File: src/rtl/keypad_scanner.sv
// 4x4 matrix keypad scanner: walks active-low columns, samples rows per column,
// requires several identical scan frames before a key is reported, and reports it once per press.
module keypad_scanner #(
    parameter int SCAN_CYCLES  = 62501,
    parameter int STABLE_SCANS = 2
) (
    input  logic       clk,
    input  logic       rst,
    input  logic [3:0] row_in,
    output logic [3:0] col_out,
    output logic [3:0] key_code,
    output logic       key_valid,
    output logic       key_held
);

    localparam int CW = (SCAN_CYCLES > 1) ? $clog2(SCAN_CYCLES) : 1;
    localparam logic [3:0] CODE_NONE = 4'd14;

    typedef enum logic [1:0] {RES_NONE, RES_KEY, RES_MULTI} result_t;
    typedef enum logic {ARMED, HELD} state_t;

    logic [3:0]    row_meta_reg, row_sync_reg;
    logic [CW-1:0] cnt_reg;
    logic [1:0]    col_reg;
    logic [3:0]    col_out_reg;
    logic [1:0]    acc_lows_reg;
    logic [3:0]    acc_code_reg;
    result_t       prev_res_reg;
    logic [3:0]    prev_code_reg;
    logic [3:0]    stab_cnt_reg;
    state_t        state_reg, state_next;
    logic [3:0]    key_code_reg;
    logic          key_valid_reg;

    logic          tc, frame_done;
    logic [3:0]    row_low;
    logic [2:0]    col_lows;
    logic [1:0]    col_row;
    logic [3:0]    col_code;
    logic [2:0]    tot_lows;
    logic [3:0]    frame_code;
    result_t       res;
    logic [3:0]    res_code;
    logic [3:0]    stab_next;
    logic          report;

    // Keypad legend indexed by {column, row}, both zero-based; C and D decode as none.
    function automatic logic [3:0] decode(input logic [1:0] col, input logic [1:0] row);
        case ({col, row})
            4'd0:    decode = 4'd1;
            4'd1:    decode = 4'd4;
            4'd2:    decode = 4'd7;
            4'd3:    decode = 4'd10;
            4'd4:    decode = 4'd2;
            4'd5:    decode = 4'd5;
            4'd6:    decode = 4'd8;
            4'd7:    decode = 4'd0;
            4'd8:    decode = 4'd3;
            4'd9:    decode = 4'd6;
            4'd10:   decode = 4'd9;
            4'd11:   decode = 4'd11;
            4'd12:   decode = 4'd12;
            4'd13:   decode = 4'd13;
            default: decode = CODE_NONE;
        endcase
    endfunction

    // row_low[0] is row 1, which arrives on row_in[3].
    for (genvar gi = 0; gi < 4; gi++) begin : g_row
        assign row_low[gi] = ~row_sync_reg[3-gi];
    end

    assign tc         = (cnt_reg == CW'(SCAN_CYCLES - 1));
    assign frame_done = tc && (col_reg == 2'd3);

    always_comb begin
        col_lows = 3'd0;
        col_row  = 2'd0;
        for (int r = 3; r >= 0; r--) begin
            col_lows = col_lows + {2'b00, row_low[r]};
            if (row_low[r]) col_row = 2'(r);
        end
        col_code   = decode(col_reg, col_row);
        tot_lows   = {1'b0, acc_lows_reg} + col_lows;
        frame_code = (acc_lows_reg == 2'd0) ? col_code : acc_code_reg;
        if (tot_lows == 3'd0) begin
            res      = RES_NONE;
            res_code = CODE_NONE;
        end else if (tot_lows == 3'd1 && frame_code != CODE_NONE) begin
            res      = RES_KEY;
            res_code = frame_code;
        end else begin
            res      = RES_MULTI;
            res_code = CODE_NONE;
        end
        if (res == prev_res_reg && res_code == prev_code_reg)
            stab_next = (stab_cnt_reg == 4'd15) ? 4'd15 : stab_cnt_reg + 4'd1;
        else
            stab_next = 4'd1;
    end

    always_comb begin
        state_next = state_reg;
        report     = 1'b0;
        if (frame_done) begin
            case (state_reg)
                ARMED: if (res == RES_KEY && stab_next >= 4'(STABLE_SCANS)) begin
                    report     = 1'b1;
                    state_next = HELD;
                end
                HELD: if (res == RES_NONE) state_next = ARMED;
                default: state_next = ARMED;
            endcase
        end
    end

    always_ff @(posedge clk or posedge rst) begin
        if (rst) begin
            row_meta_reg  <= 4'b1111;
            row_sync_reg  <= 4'b1111;
            cnt_reg       <= '0;
            col_reg       <= 2'd0;
            col_out_reg   <= 4'b0111;
            acc_lows_reg  <= 2'd0;
            acc_code_reg  <= CODE_NONE;
            prev_res_reg  <= RES_NONE;
            prev_code_reg <= CODE_NONE;
            stab_cnt_reg  <= 4'd0;
            state_reg     <= ARMED;
            key_code_reg  <= CODE_NONE;
            key_valid_reg <= 1'b0;
        end else begin
            row_meta_reg  <= row_in;
            row_sync_reg  <= row_meta_reg;
            state_reg     <= state_next;
            key_valid_reg <= report;
            if (report) key_code_reg <= res_code;
            if (tc) begin
                cnt_reg     <= '0;
                col_reg     <= col_reg + 2'd1;
                col_out_reg <= {col_out_reg[0], col_out_reg[3:1]};
                if (col_reg == 2'd3) begin
                    acc_lows_reg  <= 2'd0;
                    acc_code_reg  <= CODE_NONE;
                    prev_res_reg  <= res;
                    prev_code_reg <= res_code;
                    stab_cnt_reg  <= stab_next;
                end else begin
                    // Two or more lows is all the frame decision needs to know.
                    acc_lows_reg <= (tot_lows >= 3'd2) ? 2'd2 : tot_lows[1:0];
                    acc_code_reg <= frame_code;
                end
            end else begin
                cnt_reg <= cnt_reg + CW'(1);
            end
        end
    end

    assign col_out   = col_out_reg;
    assign key_code  = key_code_reg;
    assign key_valid = key_valid_reg;
    assign key_held  = (state_reg == HELD);

endmodule

File: config.mk
export PLATFORM = sky130hd
export DESIGN_NAME = keypad_scanner
export DESIGN_NICKNAME = d
export VERILOG_FILES = /design/src/rtl/keypad_scanner.sv
export SDC_FILE = /design/constraint.sdc
export NUM_CORES = 1
export LEC_CHECK = 0
export CAP_MARGIN = 20
export CORE_MARGIN = 2
export CORE_UTILIZATION = 50
export DETAILED_ROUTE_END_ITERATION = 8
export GPL_TIMING_DRIVEN = 0
export MAX_ROUTING_LAYER = met4
export PLACE_DENSITY = 0.68
export SLEW_MARGIN = 20
export SYNTH_ARGS = -nofsm -noshare
export SYNTH_HDL_FRONTEND = slang
export SYNTH_SLANG_ARGS = --single-unit
File: constraint.sdc
create_clock -name clk -period 12 [get_ports clk]
set_input_delay 3.6 -clock clk [delete_from_list [all_inputs] [get_ports clk]]
set_output_delay 3.6 -clock clk [all_outputs]
set_load 0.01 [all_outputs]
Figure 1. The metal 1 layer (run 1).
Bar = 20 um. Supply wires on this layer in grey.
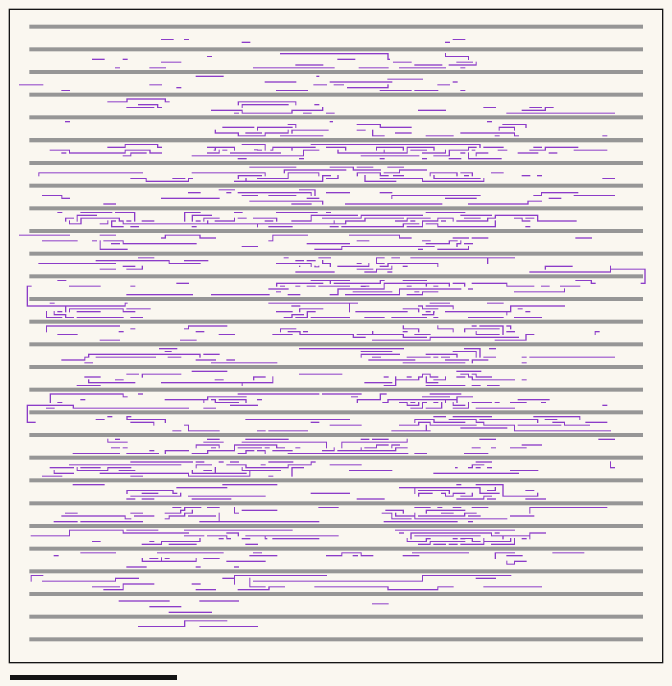
nets with wire on the layer	300
share of all routed wire	49%
Routed WL: 5220 um
total number of vias: 2,084
GR Util met1: 0.262

Figure 2. Metal 2 (run 1).
Cells faint in the background.
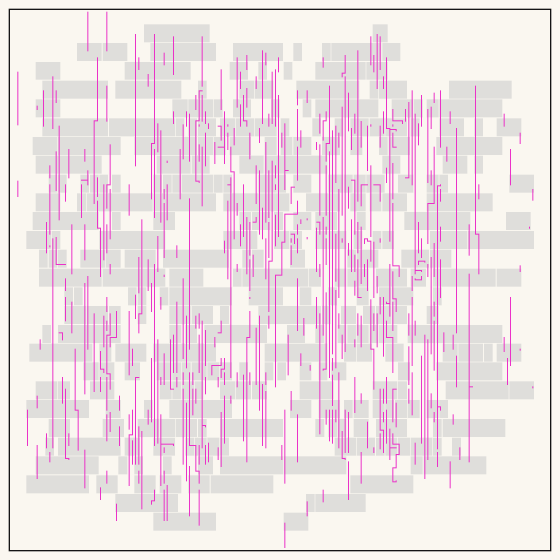
wire length on this layer	2,460 um
nets with wire on the layer	260
share of all routed wire	47%
met2 usage: 0.291

Figure 3. Signal wires on met3 (run 1).
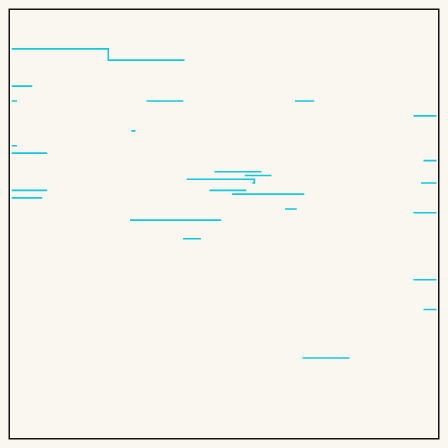
longest straight run	17.5 um
main direction	horizontal
wire length on this layer	159 um
met3 GRT Util: 0.0276

==> summary.txt, run 1 <==
Placed wire-length estimate: 3790 um
F_max: 200 MHz
Critical Path Fanout Max: 3
Yosys xor share: 0.0446
Sequential Power Share: 0.557
AO/OA Area Share: 0.127
Initial DRC count: 145
Cell area after synthesis: 0.00275 mm^2
Chip Area, Yosys: 0.00275 mm^2
GRT Max-Usage Layer: met2
Clock power share: 0.356
R2R cell count: 14
Status: finished, final reports clean
Tool warnings: 27
Core Footprint: 0.00541 mm^2
Antenna Nets Post-Route: 0
Clk Latency, worst-skew pair: 300 ps
Worst R2R Start: acc_lows_reg[0]
Internal: 244 uW
Metal2 WL: 2460 um
Top cells by count: nand2_1 (46), dfrtp_1 (32), nor2_1 (23)
Dpl cells: 377
Drt first pass iters: 4
Total GRT Usage: 0.190
Min-delay worst type: reg2reg
Finished Cell Area: 0.00312 mm^2
Skew final: 8.53 ps
First-pass GRT wire length: 8990 um
Mux contribution to synthesized area: 0.0241
Area delta synth->final: 13.5%
Seq. pwr: 179 uW
Startpoint type of the worst setup path: register
Largest register FFs: 16
Dominant cell by count in the synthesized netlist: nand2_1
P_sw: 77.9 uW
Critical setup path kind: reg2out
Max power group: registers
Inserted Clock Buffers: 5
Max Slew Vio Count: 0
## run 1: layout make-up
cell class | instances | area share
multi-input cells | 210 | 0.419
flip-flops and latches | 52 | 0.425
well taps | 72 | 0.0289
repair buffers | 16 | 0.0545
inverters | 15 | 0.0180
plain buffers | 12 | 0.0196
clock inverters | 2 | 0.00521
clock buffers | 6 | 0.0301
## run 1: worst max-delay path by stage
| stage | startpoint | end | depth (start not counted) |
|---|---|---|---|
| 2_1_floorplan | rst | acc_code_reg[0] | 1 |
| 3_3_place_gp | rst | col_reg[0] | 2 |
| 3_5_place_dp | col_out[1] | col_out[1] | 1 |
| 4_1_cts | col_out[1] | col_out[1] | 1 |
| 5_1_grt | col_out[1] | col_out[1] | 1 |
| 6_report | col_out[2] | col_out[2] | 1 |
--- run 2 (diff from run 1) ---
Clock period 12 ns to 5.13 ns, I/O delays scaled along.
==> summary.txt, run 2 <==
Post-Route Hold Slack: 361 ps
Clk pin slew, worst setup/hold paths: 100 ps
Top cells by count: nand2_1 (46), dfrtp_1 (32), nor2_1 (23)
R2R setup slack: 960 ps
CP arrival: 4410 ps
Max Slew Vio Count: 0
Drt first pass iters: 4
Syn Area/Cell: 9.52 um^2
Largest register FFs: 16
Area delta synth->final: 13.5%
Hold Path End: row_sync_reg[3]
Initial antenna violation count: 0
Number of standard cells reported by yosys: 289
Met2 usage: 0.291
Sw Share: 0.242
Largest net degree at the start of global routing: 29
Core Footprint: 0.00541 mm^2
Placed wire-length estimate: 3790 um
Final worst-path setup slack: 960 ps
Synth Warn #: 0
I/O pin count: 16
Die Width: 78.2 um
Mux contribution to synthesized area: 0.0241
Total number of vias: 2,084
Launch point of the worst path: acc_lows_reg[0]
Chip Area, Yosys: 0.00275 mm^2
Dpl cells: 377
Cts hold-fix bufs: 0
Clk Latency, worst-skew pair: 300 ps
Clk root buf: clkbuf_8
Tool warnings: 27
Seq. pwr: 419 uW
Critical Path Fanout Max: 10
Combinational-cell power consumption: 65.0 uW
Slew HR: 0.549
GRT Max-Usage Layer: met2
Combinational Power Share: 0.086
Startpoint type of the worst setup path: register
Min-delay worst type: reg2reg
Status: finished, final reports clean
Hold_sp: row_meta_reg[3]
Worst r2r dst: key_code[3]
Initial DRC count: 145
Clock power share: 0.356
R2R cell count: 14
First-pass GRT wire length: 8990 um
Final nets: 325
Dominant cell by count in the synthesized netlist: nand2_1
Most frequent cells in the layout: nand2_1 (46), dfrtp_1 (32), nor2_1 (23), dfstp_2 (20)
Critical setup path kind: reg2reg
RSZ-0062 raised after global routing: false
Sequential Power Share: 0.557
AO/OA Area Share: 0.127
CTS Buffer Depth: 2
Inserted Clock Buffers: 5
IO buf count: 15
WP depth: 14
Final min period: 4170 ps
Leak: 1.29 nW
P_sw: 182 uW
Yosys xor share: 0.0446
Routed WL: 5220 um
Cell area power density: 241 mW/mm^2
Skew final: 8.53 ps
Worst R2R Start: acc_lows_reg[0]
Critical path endpoint: key_code[3]
Cell area after synthesis: 0.00275 mm^2
Measured slew at the worst slew-check pin: 672 ps
Met3 GRT Util: 0.0276
F_max: 240 MHz
Most used logic cell in the final layout: nand2_1
FP Util: 0.509
Syn Inst Count: 289
Vias in the first global route: 1,894
Max power group: registers
Yosys adder share: 0.0400
Internal: 570 uW
Post-DP Area: 0.00301 mm^2
GR Util met1: 0.262
Power Clock: 268 uW
Antenna Nets Post-Route: 0
## run 2: cell counts after synthesis
Identical to the previous run, type by type.
## run 2: metal layers
metal / wire, um / part of all wire
met4: 48 / 0.0092
met1: 2550 / 0.49
met5: 0 / 0
met3: 158 / 0.030
met2: 2460 / 0.47
## run 2: cell type report
class | instances | area, um^2 | share of cell area
Buffer | 12 | 61.3 | 0.0196
Timing Repair Buffer | 16 | 170 | 0.0545
Clock inverter | 2 | 16.3 | 0.00521
Multi-Input combinational cell | 210 | 1310 | 0.419
Inverter | 15 | 56.3 | 0.0180
Clock buffer | 6 | 93.8 | 0.0301
Tap cell | 72 | 90.1 | 0.0289
Sequential cell | 52 | 1330 | 0.425
Figure 4. Congestion heat map (run 2).
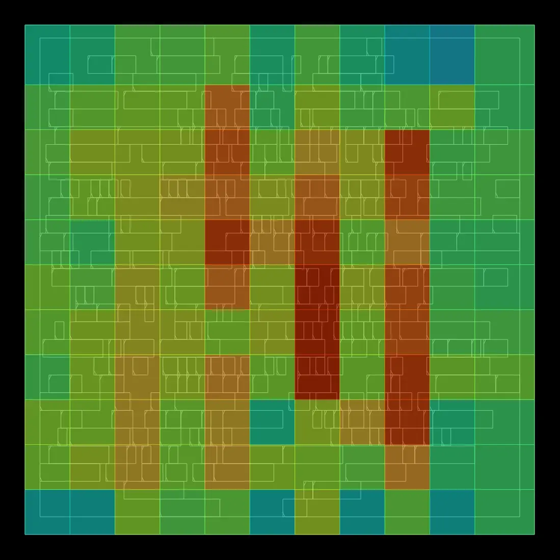
final core utilization: 0.577
Total GRT Usage: 0.190

Figure 5. Cells coloured by class (run 2).
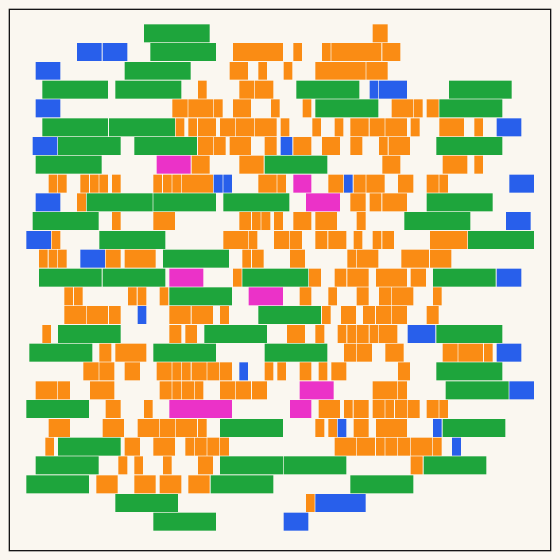
colour	class	cells	share of their area
blue	other buffers and delay cells	28	7.6%
magenta	clock drivers and dummy loads	8	3.6%
green	flops	52	44%
orange	combinational and other logic	225	45%
row count: 27
Finished Cell Area: 0.00312 mm^2

Figure 6. Signal wires on met3 (run 2).
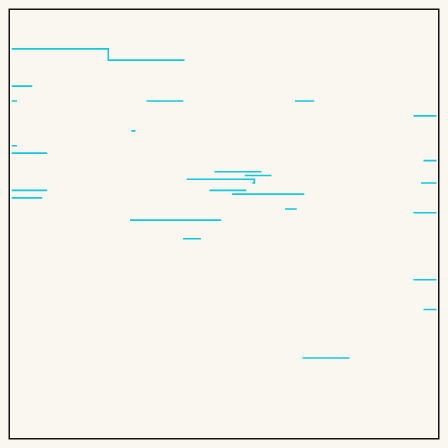
nets with wire on the layer	23
longest straight run	17.5 um

Power and IR drop assume default switching activity.
